$ cat config.mk
export PLATFORM = sky130hd
export DESIGN_NAME = lfsr_gen
export DESIGN_NICKNAME = d
export VERILOG_FILES = /design/src/rtl/lfsr_pkg.sv /design/src/rtl/lfsr_next.sv /design/src/rtl/lfsr_gen.sv
export SDC_FILE = /design/constraint.sdc
export NUM_CORES = 1
export LEC_CHECK = 0
export CORE_MARGIN = 4
export CORE_UTILIZATION = 56
export DETAILED_ROUTE_END_ITERATION = 16
export PLACE_DENSITY = 0.86
export SYNTH_ARGS = -nofsm -noshare
export SYNTH_HDL_FRONTEND = slang
export SYNTH_SLANG_ARGS = --single-unit
$ cat constraint.sdc
create_clock -name clk -period 2.9 [get_ports clk]
set_input_delay 0.725 -clock clk [delete_from_list [all_inputs] [get_ports clk]]
set_output_delay 0.725 -clock clk [all_outputs]
set_load 0.05 [all_outputs]
$ cat src/rtl/lfsr_pkg.sv
// Shared definitions for the lfsr_gen LFSR block: mode encodings and
// maximal-length default tap masks for widths 3..16.
package lfsr_pkg;

    typedef enum logic [2:0] {
        MODE_HOLD = 3'd0,
        MODE_FIB  = 3'd1,
        MODE_GAL  = 3'd2,
        MODE_REV  = 3'd3,
        MODE_STEP = 3'd4,
        MODE_LOAD = 3'd5
    } lfsr_mode_e;

    localparam int unsigned LFSR_MIN_WIDTH = 3;
    localparam int unsigned LFSR_MAX_WIDTH = 16;

    // Masks have bit W-1 set; bit k is the tap on x^(k+1).
    function automatic logic [15:0] default_poly(input int unsigned width);
        logic [15:0] p;
        case (width)
            3:       p = 16'h0006;
            4:       p = 16'h000C;
            5:       p = 16'h0014;
            6:       p = 16'h0030;
            7:       p = 16'h0060;
            8:       p = 16'h00B8;
            9:       p = 16'h0110;
            10:      p = 16'h0240;
            11:      p = 16'h0500;
            12:      p = 16'h0E08;
            13:      p = 16'h1C80;
            14:      p = 16'h3802;
            15:      p = 16'h6000;
            16:      p = 16'hB400;
            default: p = 16'h0000;
        endcase
        return p;
    endfunction

endpackage

$ cat src/rtl/lfsr_next.sv
// Combinational next-state function for lfsr_gen: Fibonacci forward,
// Galois and Fibonacci reverse stepping plus an all-zero flag.
module lfsr_next
    import lfsr_pkg::*;
#(
    parameter int unsigned          WIDTH = 8,
    parameter logic [WIDTH-1:0]     POLY  = 8'hB8
) (
    input  logic [WIDTH-1:0] i_state,
    input  lfsr_mode_e       i_mode,
    output logic [WIDTH-1:0] o_next,
    output logic             o_zero
);

    logic w_fib_bit;
    logic w_rev_bit;

    assign w_fib_bit = ^(i_state & POLY);
    // Reverse recovers the bit shifted out by FIB; the MSB tap is the bit itself.
    assign w_rev_bit = i_state[0] ^ (^(i_state[WIDTH-1:1] & POLY[WIDTH-2:0]));
    assign o_zero    = (i_state == '0);

    always_comb begin
        o_next = i_state;
        case (i_mode)
            MODE_FIB, MODE_STEP: o_next = {i_state[WIDTH-2:0], w_fib_bit};
            MODE_GAL:            o_next = (i_state >> 1) ^ (i_state[0] ? POLY : '0);
            MODE_REV:            o_next = {w_rev_bit, i_state[WIDTH-1:1]};
            default:             o_next = i_state;
        endcase
    end

endmodule

$ cat src/rtl/lfsr_gen.sv
// Parametrised LFSR generator with single-step, seed load, lock-up recovery
// and wrap marker; LFSR_PERIOD_CNT_EN adds a measured-period output.
module lfsr_gen
    import lfsr_pkg::*;
#(
    parameter int unsigned      WIDTH = 8,
    parameter logic [WIDTH-1:0] POLY  = 8'hB8,
    parameter logic [WIDTH-1:0] SEED  = 8'h01
) (
    input  logic             clk,
    input  logic             reset,
    input  logic             ena,
    input  logic [2:0]       mod,
    input  logic             step,
    input  logic [WIDTH-1:0] seed,
    output logic [WIDTH-1:0] lfsr,
    output logic             bit_o,
    output logic             wrap,
    output logic             lockup
`ifdef LFSR_PERIOD_CNT_EN
    ,
    output logic [WIDTH-1:0] period
`endif
);

    lfsr_mode_e       w_mode;
    logic [WIDTH-1:0] w_next;
    logic             w_zero;
    logic             w_step_edge;
    logic             w_do_step;
    logic             w_do_load;
    logic [WIDTH-1:0] w_lfsr_d;
    logic [WIDTH-1:0] w_ref_d;
    logic             w_wrap_d;
    logic             w_lock_d;

    logic [WIDTH-1:0] r_lfsr;
    logic [WIDTH-1:0] r_ref_seed;
    logic             r_wrap;
    logic             r_lockup;
    logic             r_step_q;

    assign w_mode      = lfsr_mode_e'(mod);
    assign w_step_edge = step & ~r_step_q;

    lfsr_next #(
        .WIDTH (WIDTH),
        .POLY  (POLY)
    ) u_next (
        .i_state (r_lfsr),
        .i_mode  (w_mode),
        .o_next  (w_next),
        .o_zero  (w_zero)
    );

    always_comb begin
        w_do_step = 1'b0;
        w_do_load = 1'b0;
        if (ena) begin
            case (w_mode)
                MODE_FIB, MODE_GAL, MODE_REV: w_do_step = 1'b1;
                MODE_STEP:                    w_do_step = w_step_edge;
                MODE_LOAD:                    w_do_load = 1'b1;
                default:                      w_do_step = 1'b0;
            endcase
        end
    end

    always_comb begin
        w_lfsr_d = r_lfsr;
        w_ref_d  = r_ref_seed;
        w_wrap_d = 1'b0;
        w_lock_d = 1'b0;
        if (w_do_load) begin
            if (seed == '0) begin
                w_lfsr_d = SEED;
                w_ref_d  = SEED;
                w_lock_d = 1'b1;
            end else begin
                w_lfsr_d = seed;
                w_ref_d  = seed;
            end
        end else if (w_do_step) begin
            // Recovery replaces the step entirely, so it never counts as a wrap.
            if (w_zero) begin
                w_lfsr_d = SEED;
                w_lock_d = 1'b1;
            end else begin
                w_lfsr_d = w_next;
                w_wrap_d = (w_next == r_ref_seed);
            end
        end
    end

    always_ff @(posedge clk or posedge reset) begin
        if (reset) begin
            r_lfsr     <= SEED;
            r_ref_seed <= SEED;
            r_wrap     <= 1'b0;
            r_lockup   <= 1'b0;
            r_step_q   <= 1'b0;
        end else begin
            r_lfsr     <= w_lfsr_d;
            r_ref_seed <= w_ref_d;
            r_wrap     <= w_wrap_d;
            r_lockup   <= w_lock_d;
            r_step_q   <= step;
        end
    end

`ifdef LFSR_PERIOD_CNT_EN
    logic [WIDTH-1:0] r_count;
    logic [WIDTH-1:0] r_period;

    always_ff @(posedge clk or posedge reset) begin
        if (reset) begin
            r_count  <= '0;
            r_period <= '0;
        end else if (w_do_load || w_lock_d) begin
            r_count <= '0;
        end else if (w_wrap_d) begin
            r_period <= r_count + 1'b1;
            r_count  <= '0;
        end else if (w_do_step) begin
            r_count <= r_count + 1'b1;
        end
    end

    assign period = r_period;
`endif

    assign lfsr   = r_lfsr;
    assign bit_o  = r_lfsr[0];
    assign wrap   = r_wrap;
    assign lockup = r_lockup;

endmodule

==> run summary, run 1 <==
Summary of the current implementation state.

- The worst-case max-slew headroom was logged as 0.528.
- The post-synth count of flops with an enable pin is 0.
- The CTS tree is built, for reference.
- The CTS log lists the clock sinks for this run as 19.
- The chip footprint is 0.00347 sq mm, for reference.
- The worst hold path depth is 2, for reference.
- The delay of the slowest cell on the worst path is 0.63 ns, for reference.
- The count of pins over their slew limit is 0, for reference.
- The proportion of layout cells with a drive suffix above 1 is 0.0891, for reference.
- By area the synthesized netlist is led by dfrtp_1, nand2_1, mux2i_1.
- IR analysis of the VDD net gives a maximum drop of 0.000485 V.
- Per STA, the worst path is made up of clkdlybuf4s50_1 -> and2b_2 -> xnor2_1 -> mux2i_1 -> a221oi_1 -> xor2_1 -> nor4_2.
- The registers of the reported paths see a clock transition of 0.10 ns.
- Per the TritonCTS log, the buffer count is 3.
- For reference, the critical path is launched at mod[0].
- No sink is reached through more buffers than the 2 on the longest clock path.
- The power density over the cells is 680 mW/mm^2, for reference.
- The worst reg2reg path endpoint is wrap, for reference.
- The number of violations of the max-capacitance limit is 0, for reference.
- The post-detailed-route wirelength per cell is 15.8 microns, for reference.
- The via count of the first global-routing pass came to 1321.
- After the last flow step, the layout net total stands at 219.
- The number of antenna violations at the first check in global routing is 0, for reference.
- The worst setup path is launched from an input port.
- The worst setup path is captured at a register.
- Of the available clock period, the critical path in the final layout requires 0.904.
- The number of cells on the critical path is 7, for reference.
- Global routing finished with a remaining overflow of 0.
- The area of the mapped netlist is 0.00145 sq mm, for reference.
- The minimum hold slack is 0.517 ns, for reference.
- For this run, the register share of the synthesized area comes to 0.330.
- Per the timing report, the achievable frequency comes out to 381 MHz.
- For this design the static power due to leakage is 0.772 nW.
- The total of fill cells in the finished design is 197, for reference.
- The time the final worst path needs with I/O delays and setup is 2.62 ns, for reference.
- The commonest cells after synthesis are nand2_1, dfrtp_1, nor2_1, o21ai_0.
- The classification of the worst setup path is input port to register, for reference.
- The area growth from synthesis to layout is 21.3%.
- The last timing report of the flow puts the setup violation total at 0.
- The top cell type by instance count after synthesis is nand2_1, for reference.
- The measured slew at the worst slew-check pin is 0.707 ns, for reference.
- The ratio of routed vias to standard cells is 6.15, for reference.
- Measured along the y axis, the die boundary spans 58.9 microns.
- The sum of internal, switching and leakage power is 1.19 mW, for reference.
- The launch point of the worst reg-to-reg path is lfsr[4], for reference.
- The cell count in the Yosys report is 177, for reference.
- The fraction of the core area occupied by cells at floorplan is 0.585, for reference.
- For the worst flop-to-flop path, the logic depth is 8.
- The share of Yosys cell area claimed by the top area cell type is 0.294, for reference.
- The sink of the worst hold path is r_ref_seed[1], for reference.
- The timing report shows that the slowest cell on the worst path is clkdlybuf4s50_1.
- Of all cell types, the one taking the most synthesized area is dfrtp_1.
- The top cell family by delay on the critical path is buffers and inverters, for reference.
- Setup repair after global routing left no endpoint under its margin.
- Overall routing resource usage recorded by global route was 0.218.
- The number of warnings reported in the stage logs is 26.
- The synthesized instance count is 177, for reference.
- The critical path maximum fanout is 8.
- Per the post-synthesis stats, the area per cell is 8.19 sq um.
- The combined area of the multi-input logic cells is 872 sq um, for reference.
- The flow ran to the end, and the final reports show no timing, DRC or antenna violations.
- The count of placed standard cells in the final layout, fillers left out is 232, for reference.
- The critical path data required time is 3.11 ns, for reference.
- The residual DRC count is 0, for reference.
- As logged by OpenROAD, the buffers inserted on ports number 25.
- The number of cells in the design after placement is 228, for reference.
- The die is 58.9 microns wide.
- The clock insertion delay at the later pin of the skew report is 0.30 ns, for reference.
- The flop-to-flop setup slack is 0.70 ns, for reference.
- The area inside the core boundary is 0.00248 sq mm, for reference.
[run 1: metrics by stage]
step	area [sq um]	TNS, ns	util	setup slack [ns]
final	1760	0	0.710	0.278
after global routing	1760	0	0.710	0.0923
after CTS	1760	0	0.710	0.302
after detailed placement	1730	-0.00500	0.699	-0.00500
after global placement	1730	0	0.699	0.0857
after floorplan	1450	0	-	0.618
[run 1: cell families (layout without fill, tap and decap cells)]
| logic type | Yosys count | count (layout) | synth area share |
|---|---|---|---|
| and+or+nand+nor | 75 | 75 | 0.258 |
| AOI/OAI and AO/OA | 42 | 42 | 0.197 |
| buffers and inverters | 20 | 45 | 0.0682 |
| DFF | 19 | 19 | 0.330 |
| xor gates and xnor gates | 12 | 12 | 0.0820 |
| muxes | 8 | 8 | 0.0561 |
| adders and majority gates | 1 | 1 | 0.00863 |
[run 1: state kept, by name, summed over array words and instances (netlist names)]
signal	cells
lfsr	8
r_ref_seed	8
lockup	1
r_step_q	1
wrap	1
[run 1: metal layers]
metal	track usage	vias up	routed length, microns
li1	-	681	-
met1	0.269	674	1500
met4	0.0841	0	63
met3	0.0197	8	248
met2	0.388	63	1850
met5	0	-	0
[run 1: tightest hold or removal path, cell delays in order (launching register included)]
cell and delay (ns):
dfrtp_1 0.38, nand2_1 0.06, nand2_1 0.05
[run 1: cell type report]
type,count,share of cell area
sequential,19,0.272
inverter,7,0.0149
tap,30,0.0214
multi-input combinational,138,0.496
clock buffer,4,0.0149
timing repair buffer,34,0.181
[run 1: power by group]
group          switching, mW  total (mW)  leakage, nW  internal [mW]
logic                  0.364       0.637        0.521          0.273
clock network         0.0790       0.133       0.0150         0.0536
registers              0.101       0.425        0.236          0.324
total                  0.544        1.19        0.772          0.651
[run 1: cells in the final DEF (no fill, tap or decap), types with 3 or more instances in the layout]
cell / Yosys / routed
dfrtp_1: 17 / 17
nand3_1: 7 / 7
xnor2_1: 6 / 6
a22o_1: 3 / 3
inv_1: 7 / 7
xor2_1: 5 / 5
buf_4: 3 / 9
a21oi_1: 7 / 7
nand2_1: 28 / 28
o21ai_0: 12 / 12
mux2i_1: 7 / 7
nor2b_1: 5 / 5
nor2_1: 15 / 15
a221oi_1: 4 / 4
clkdlybuf4s50_1: 0 / 25
clkbuf_4: 0 / 3
[run 1: worst max-delay path by stage]
stage | end | slack (ns)
floorplan | wrap | 0.62
global placement | wrap | 0.09
detailed placement | wrap | -0.005
global route | wrap | 0.09
CTS | wrap | 0.30
finish | wrap | 0.28
Fig. 1: run 1, M1 wires
Bar = 20 microns.
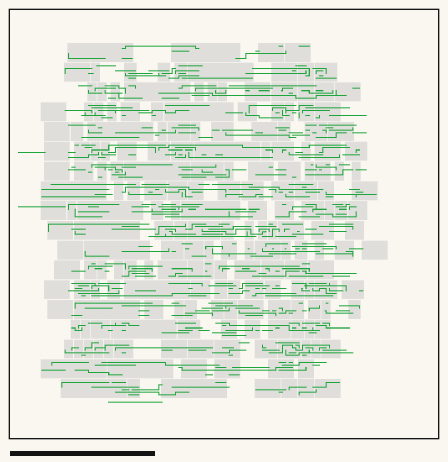
wire length on this layer: 1500 microns
nets with wire on the layer: 198
share of all routed wire: 41%
longest straight run: 14.7 microns
main direction: horizontal
met1 usage in global routing: 0.269
vias: 1426
WL final: 3660 microns

Fig. 2: run 1, met2 routing
Bar = 20 microns.
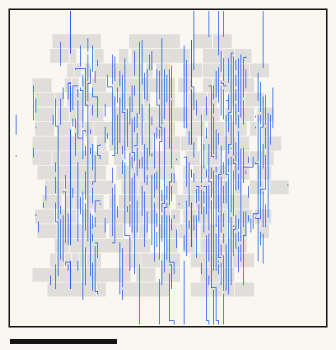
nets with wire on the layer: 195
share of all routed wire: 51%
main direction: vertical
wire length on this layer: 1850 microns
longest straight run: 25.3 microns
M2 GR Usage: 0.388

Fig. 3: run 1, signal wires on met3
Bar = 20 microns.
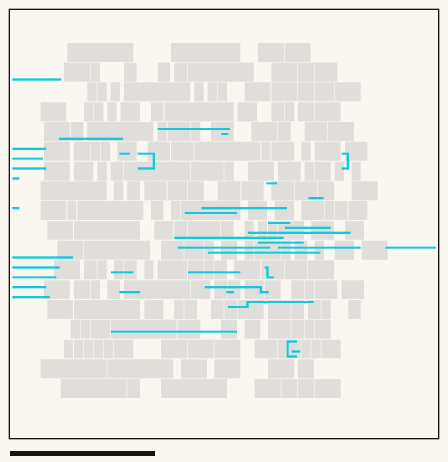
nets with wire on the layer: 36
main direction: horizontal
grt met3 use: 0.0197

Fig. 4: run 1, track usage over the die
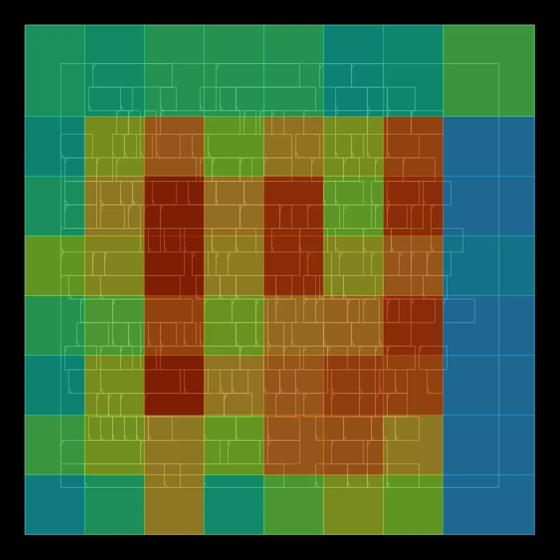

## Run 2: what changed since run 1
Settings changed: PLACE_DENSITY 0.86 to 0.84, TNS_END_PERCENT set to 5.
Fig. 5: run 2, track usage over the die
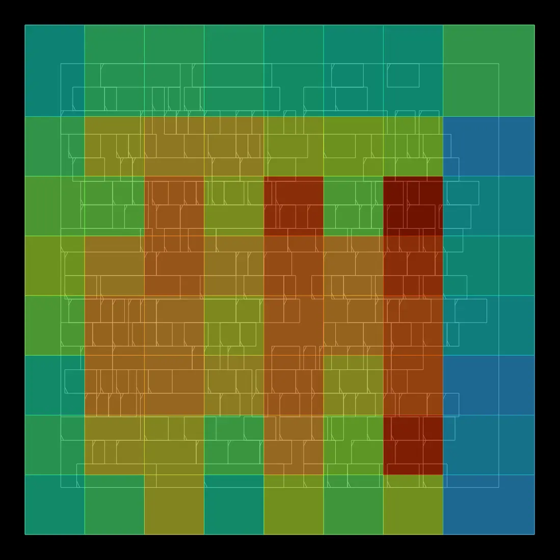
met1 usage in global routing: 0.298
M2 GR Usage: 0.347
average wire per standard cell: 15.5 microns
Final Util: 0.710

Fig. 6: run 2, signal wires on met3
Bar = 20 microns.
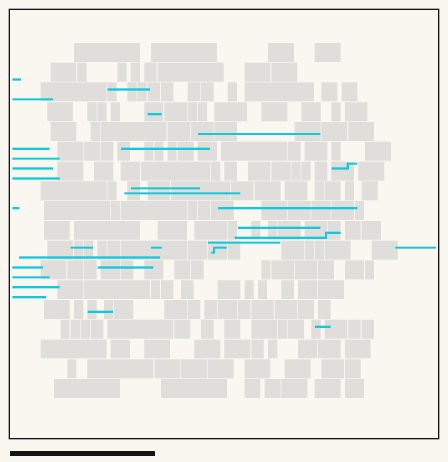
vias: 1424
WL final: 3590 microns

==> run 2 against run 1 <==
Against the previous run: utilization up 0.050 points; synthesized area stayed put; clock skew is 0.0011 ns lower; cell area is essentially flat.
==> run summary, run 2 <==
Summary of the current implementation state.

- TritonCTS built the clock tree.
- In the routed design, unresolved DRC markers number 0.
- The initial utilization of the core area, before any placement, comes to 0.585.
- Setup repair after global routing left no endpoint under its margin.
- The combined area of the multi-input logic cells is 872 sq um, for reference.
- Per the detailed placement report, the placed cell area equals 0.00173 sq mm.
- The cell-mix breakdown from Yosys lists the XOR/XNOR area share as 0.0820.
- In the final layout, the share of cells above drive strength 1 is 0.0941.
- The run finished with clean final reports.
- The overall die height is 58.9 microns, for reference.
- Summed over all routing layers, the global router reports a total usage of 0.221.
- The overall overflow remaining after global route is 0, for reference.
- In the finished design, the share of the clock period the worst path needs comes to 0.895.
- The main area contributors are dfrtp_1, nand2_1, mux2i_1.
- With fillers left out, the area of the finished cells amounts to 0.00176 sq mm.
- Per the synthesis report, the AND-OR/OR-AND share of the synthesized area is 0.197.
- The completed layout was analyzed and its total power is 1.19 mW.
- The cell leakage power is 0.776 nW, for reference.
- After routing, the total negative slack on setup checks comes to 0 ns.
- STA classifies the critical path startpoint as an input port.
- The routed design shows a via density per instance of 6.14.
- The part of the power in combinational logic is 0.528, for reference.
- The area growth from synthesis to layout is 21.4%.
- The floorplan step set the die width to 58.9 microns.
- STA classifies the critical path endpoint as a register.
- The number of cells in the design after placement is 228, for reference.
- Counting pins that exceed their max-slew limit in the final report gives 0.
- The net switching power in the latest report is 0.549 mW.
- The report counts max-capacitance violations totalling 0.
- The area share of fa/ha/maj cells after synthesis is 0.00864, for reference.
- Among the non-sequential cells, simple AND/OR/NAND/NOR gates take the most area.
- Across all hold checks on the routed design, the worst slack comes to 0.514 ns.
- For this design the ratio of total power to cell area is 678 mW/mm^2.
- The top cell family by delay on the critical path is AND-OR/OR-AND gates, for reference.
- Per the cell usage report, the commonest logic cells after layout are nand2_1, clkdlybuf4s50_1, dfrtp_1.
- The basic-gate share of the synthesized area counting and, or, nand and nor cells is 0.258, for reference.
- The power report attributes to the clock group a share of 0.114.
- The multiplexer area fraction after synthesis is 0.0561, for reference.
- Derived from the worst setup path, the maximum achievable clock frequency is 385 MHz.
- In the power breakdown, the internal column shows 0.644 mW.
- The synthesis run shows the most used standard cells to be nand2_1, dfrtp_1, nor2_1, o21ai_0.
- The maximum number of buffers from clock root to sink is 2, for reference.
run 2: cell counts after synthesis:
Identical to the previous run, type by type.
run 2: worst paths after layout:
path / start / to / cells after the start / slack, ns
max: mod[2] / wrap / 7 / 0.30
max in group asynchronous: reset / r_ref_seed[1] / 2 / 1.63
max reg2reg: lfsr[0] / wrap / 6 / 0.69
min: r_ref_seed[2] / r_ref_seed[2] / 2 / 0.51
min reg2reg: r_ref_seed[2] / r_ref_seed[2] / 2 / 0.51
min in group asynchronous: reset / r_ref_seed[3] / 2 / 0.82
run 2: through the flow:
step           worst slack (ns)   util
6_report                  0.305  0.710
5_1_grt                   0.190  0.710
4_1_cts                   0.327  0.710
3_5_place_dp             0.0531  0.699
3_3_place_gp              0.111  0.699
2_1_floorplan             0.618      -
run 2: cell families after synthesis:
| kind of cell | Yosys count |
|---|---|
| mux | 8 |
| flops | 19 |
| fa+ha+maj | 1 |
| xor+xnor | 12 |
| simple gates | 75 |
| buf+inv | 20 |
| compound gates | 42 |
run 2: routing by layer:
layer	GRT usage	wire length, microns	vias up
li1	-	-	684
met1	0.298	1610	688
met2	0.347	1730	48
met3	0.0395	210	4
met4	0.0939	42	0
met5	0	0	-
run 2: layout make-up:
class	instances	share of cell area
Clock inverter	1	0.00284
Clock buffer	3	0.0128
Sequential cell	19	0.272
Inverter	7	0.0149
Tap cell	30	0.0213
Timing Repair Buffer	34	0.181
Multi-Input combinational cell	138	0.496
run 2: power groups by stage:
stage	Sequential, mW	Clock, mW	Combinational [mW]
5_1_grt	0.439	0.150	0.674
3_3_place_gp	0.426	0	0.611
2_1_floorplan	0.491	0	0.385
6_report	0.427	0.136	0.631
3_5_place_dp	0.430	0	0.624
4_1_cts	0.424	0.135	0.628
run 2: worst register-to-register path, stage by stage, from the launching register on:
cell and delay [ns]:
dfstp_2 0.70, and2b_2 0.25, xnor2_1 0.08, a221oi_1 0.47, xnor2_1 0.17, o311ai_0 0.18
nor4_2 0.27
## Run 3: what changed since run 2
Settings changed: SETUP_SLACK_MARGIN set to 0.15.
Fig. 7: run 3, signal wires on met3
Bar = 20 microns.
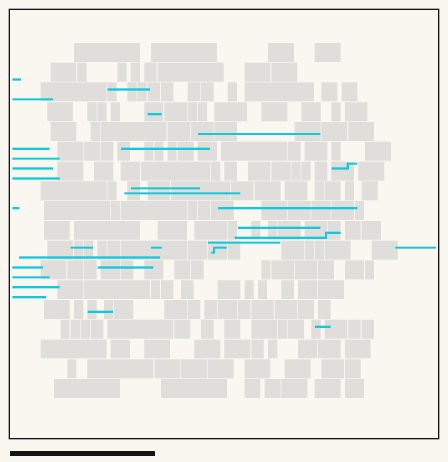
longest straight run: 19.1 microns
share of all routed wire: 5.9%
grt met3 use: 0.0395

Fig. 8: run 3, met2 routing
Bar = 20 microns.
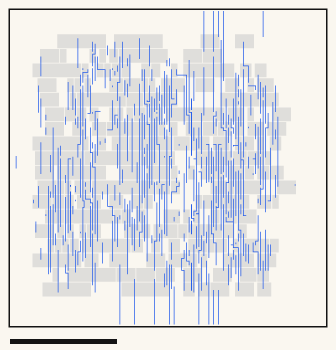
wire length on this layer: 1730 microns
main direction: vertical

==> run 3 against run 2 <==
Against the previous run: non-clock buffer count did not move; cell count unchanged; critical path type unchanged; die area stayed put; synthesized area unchanged; sequential cell count stayed put; global-route usage stayed put; clock-buffer cell count stayed put; wire length did not move; synthesized cell count unchanged; clock power barely moved; sequential share of layout area unchanged; via count unchanged.
==> run summary, run 3 <==
Summary of the current implementation state.

- The via count of the first global-routing pass is 1288, for reference.
- The sum of internal, switching and leakage power is 1.19 mW, for reference.
- Cell internal power was estimated by the tool at 0.644 mW.
- Of the cells placed in the final design, the portion with a size suffix greater than 1 is 0.0941.
- The area of the mapped netlist is 0.00145 sq mm, for reference.
- The classification of the worst setup path is input port to register, for reference.
- By area the synthesized netlist is led by dfrtp_1, nand2_1, mux2i_1.
- The count of pins over their slew limit is 0, for reference.
- Overall routing resource usage recorded by global route was 0.221.
- In the synthesized netlist, the cells that appear most often are nand2_1, dfrtp_1, nor2_1, o21ai_0.
- The share of total power dissipated in combinational logic is 0.528.
- In the synthesized netlist, the number of instances is 177.
- Looking at the reg2reg group, the worst path starts from lfsr[0].
- The largest fanout on the critical path is 6, for reference.
- The worst hold path was traced through 2 stages.
- The layout has 206 filler cells.
- Measured against its own limit, the worst slew margin works out to 0.527.
- The number of antenna violations at the first check in global routing is 0, for reference.
- The number of synthesized flops with an enable pin is 0, for reference.
- The critical path goes through clkdlybuf4s50_1 -> xor2_1 -> a22o_1 -> a221oi_1 -> xnor2_1 -> o311ai_0 -> nor4_2.
- The fraction of the core area occupied by cells at floorplan is 0.585, for reference.
- The maximum clock rate is 385 MHz, for reference.
- By instance count, the leading cell after synthesis is nand2_1.
- The cell leakage power is 0.776 nW, for reference.
- The flop-to-flop setup slack is 0.69 ns, for reference.
- The number of nets at the end of the flow is 219, for reference.
- The startpoint of the lowest-slack hold path is r_ref_seed[2], for reference.
- The total cell area at the placement stage is 0.00173 sq mm, for reference.
- The post-synthesis average cell area is 8.19 sq um, for reference.
- In the final routed layout, each cell accounts on average for 15.5 microns.
- The share of total power dissipated in sequential elements is 0.358.
- The share of Yosys cell area claimed by the top area cell type is 0.294, for reference.
- The measured slew at the worst slew-check pin is 0.708 ns, for reference.
- The flow ran to the end, and the final reports show no timing, DRC or antenna violations.
- In the finished design, the share of the clock period the worst path needs comes to 0.895.
- The chip occupies 0.00347 sq mm.
- In this run the power density over the cells is 678 mW/mm^2.
- The cell count in the Yosys report is 177, for reference.
- As reported, the later end of the worst-skew pair has a clock insertion delay of 0.30 ns.
- STA classifies the critical path endpoint as a register.
- The clock passes through at most 2 buffers.
- The switching portion of total power is 0.460, for reference.
- Clock tree synthesis inserted a total of 3 buffers.
- In the layout the commonest cells are nand2_1, clkdlybuf4s50_1, dfrtp_1.
- The run reported a max-capacitance violation count of 0.
- For the final routed database, the setup TNS stands at 0 ns.
- Of all cell types, the one taking the most synthesized area is dfrtp_1.
- Measured along the x axis, the die boundary spans 58.9 microns.
- The time the final worst path needs with I/O delays and setup is 2.60 ns, for reference.
- The ratio of routed vias to standard cells is 6.14, for reference.
## run 3: final cells by class
type                       count  area [sq um]  share of cell area
clock buffer                   3          22.5              0.0128
clock inverter                 1          5.00             0.00284
inverter                       7          26.3              0.0149
multi-input combinational    138           872               0.496
sequential                    19           478               0.272
tap                           30          37.5              0.0213
timing repair buffer          34           318               0.181
## run 3: logic make-up after synthesis
kind of cell	after synthesis	synth area share
adder cells (fa/ha/maj)	1	0.00863
AND-OR/OR-AND	42	0.197
AND/OR/NAND/NOR	75	0.258
flip-flops	19	0.330
buffers and inverters	20	0.0682
XOR/XNOR	12	0.0820
multiplexers	8	0.0561
## run 3: routing by layer
metal  GRT usage  share of wire  vias up
li1            -              -      684
met1       0.298           0.45      688
met2       0.347           0.48       48
met3      0.0395          0.058        4
met4      0.0939          0.012        0
met5           0              0        -
## run 3: power by group through the flow
stage | sequential (mW) | combinational [mW] | clock (mW)
global route | 0.439 | 0.674 | 0.150
global placement | 0.426 | 0.611 | 0
floorplan | 0.491 | 0.385 | 0
finish | 0.427 | 0.631 | 0.136
detailed placement | 0.430 | 0.624 | 0
CTS | 0.424 | 0.628 | 0.135
## run 3: worst reg2reg max path: stages, from the launching register on
cell	delay, ns
dfstp_2	0.70
and2b_2	0.25
xnor2_1	0.08
a221oi_1	0.47
xnor2_1	0.17
o311ai_0	0.18
nor4_2	0.27
## run 3: worst max-delay path by stage
stage	from	to	slack [ns]	cells after the start
floorplan	lfsr[5]	wrap	0.62	8
detailed placement	mod[2]	wrap	0.05	7
global route	mod[2]	wrap	0.19	7
finish	mod[2]	wrap	0.30	7
global placement	mod[1]	wrap	0.11	7
CTS	lfsr[0]	lfsr[0]	0.33	1
## run 3: metrics by stage
| step | hold slack, ns | instances | setup slack (ns) |
|---|---|---|---|
| finish | 0.514 | 232 | 0.305 |
| global route | 0.545 | 232 | 0.190 |
| CTS | 0.517 | 232 | 0.327 |
| detailed placement | 0.491 | 228 | 0.0531 |
| global placement | 0.486 | 228 | 0.111 |
| floorplan | 0.453 | 177 | 0.618 |
Power is estimated from default activity; no workload was simulated.
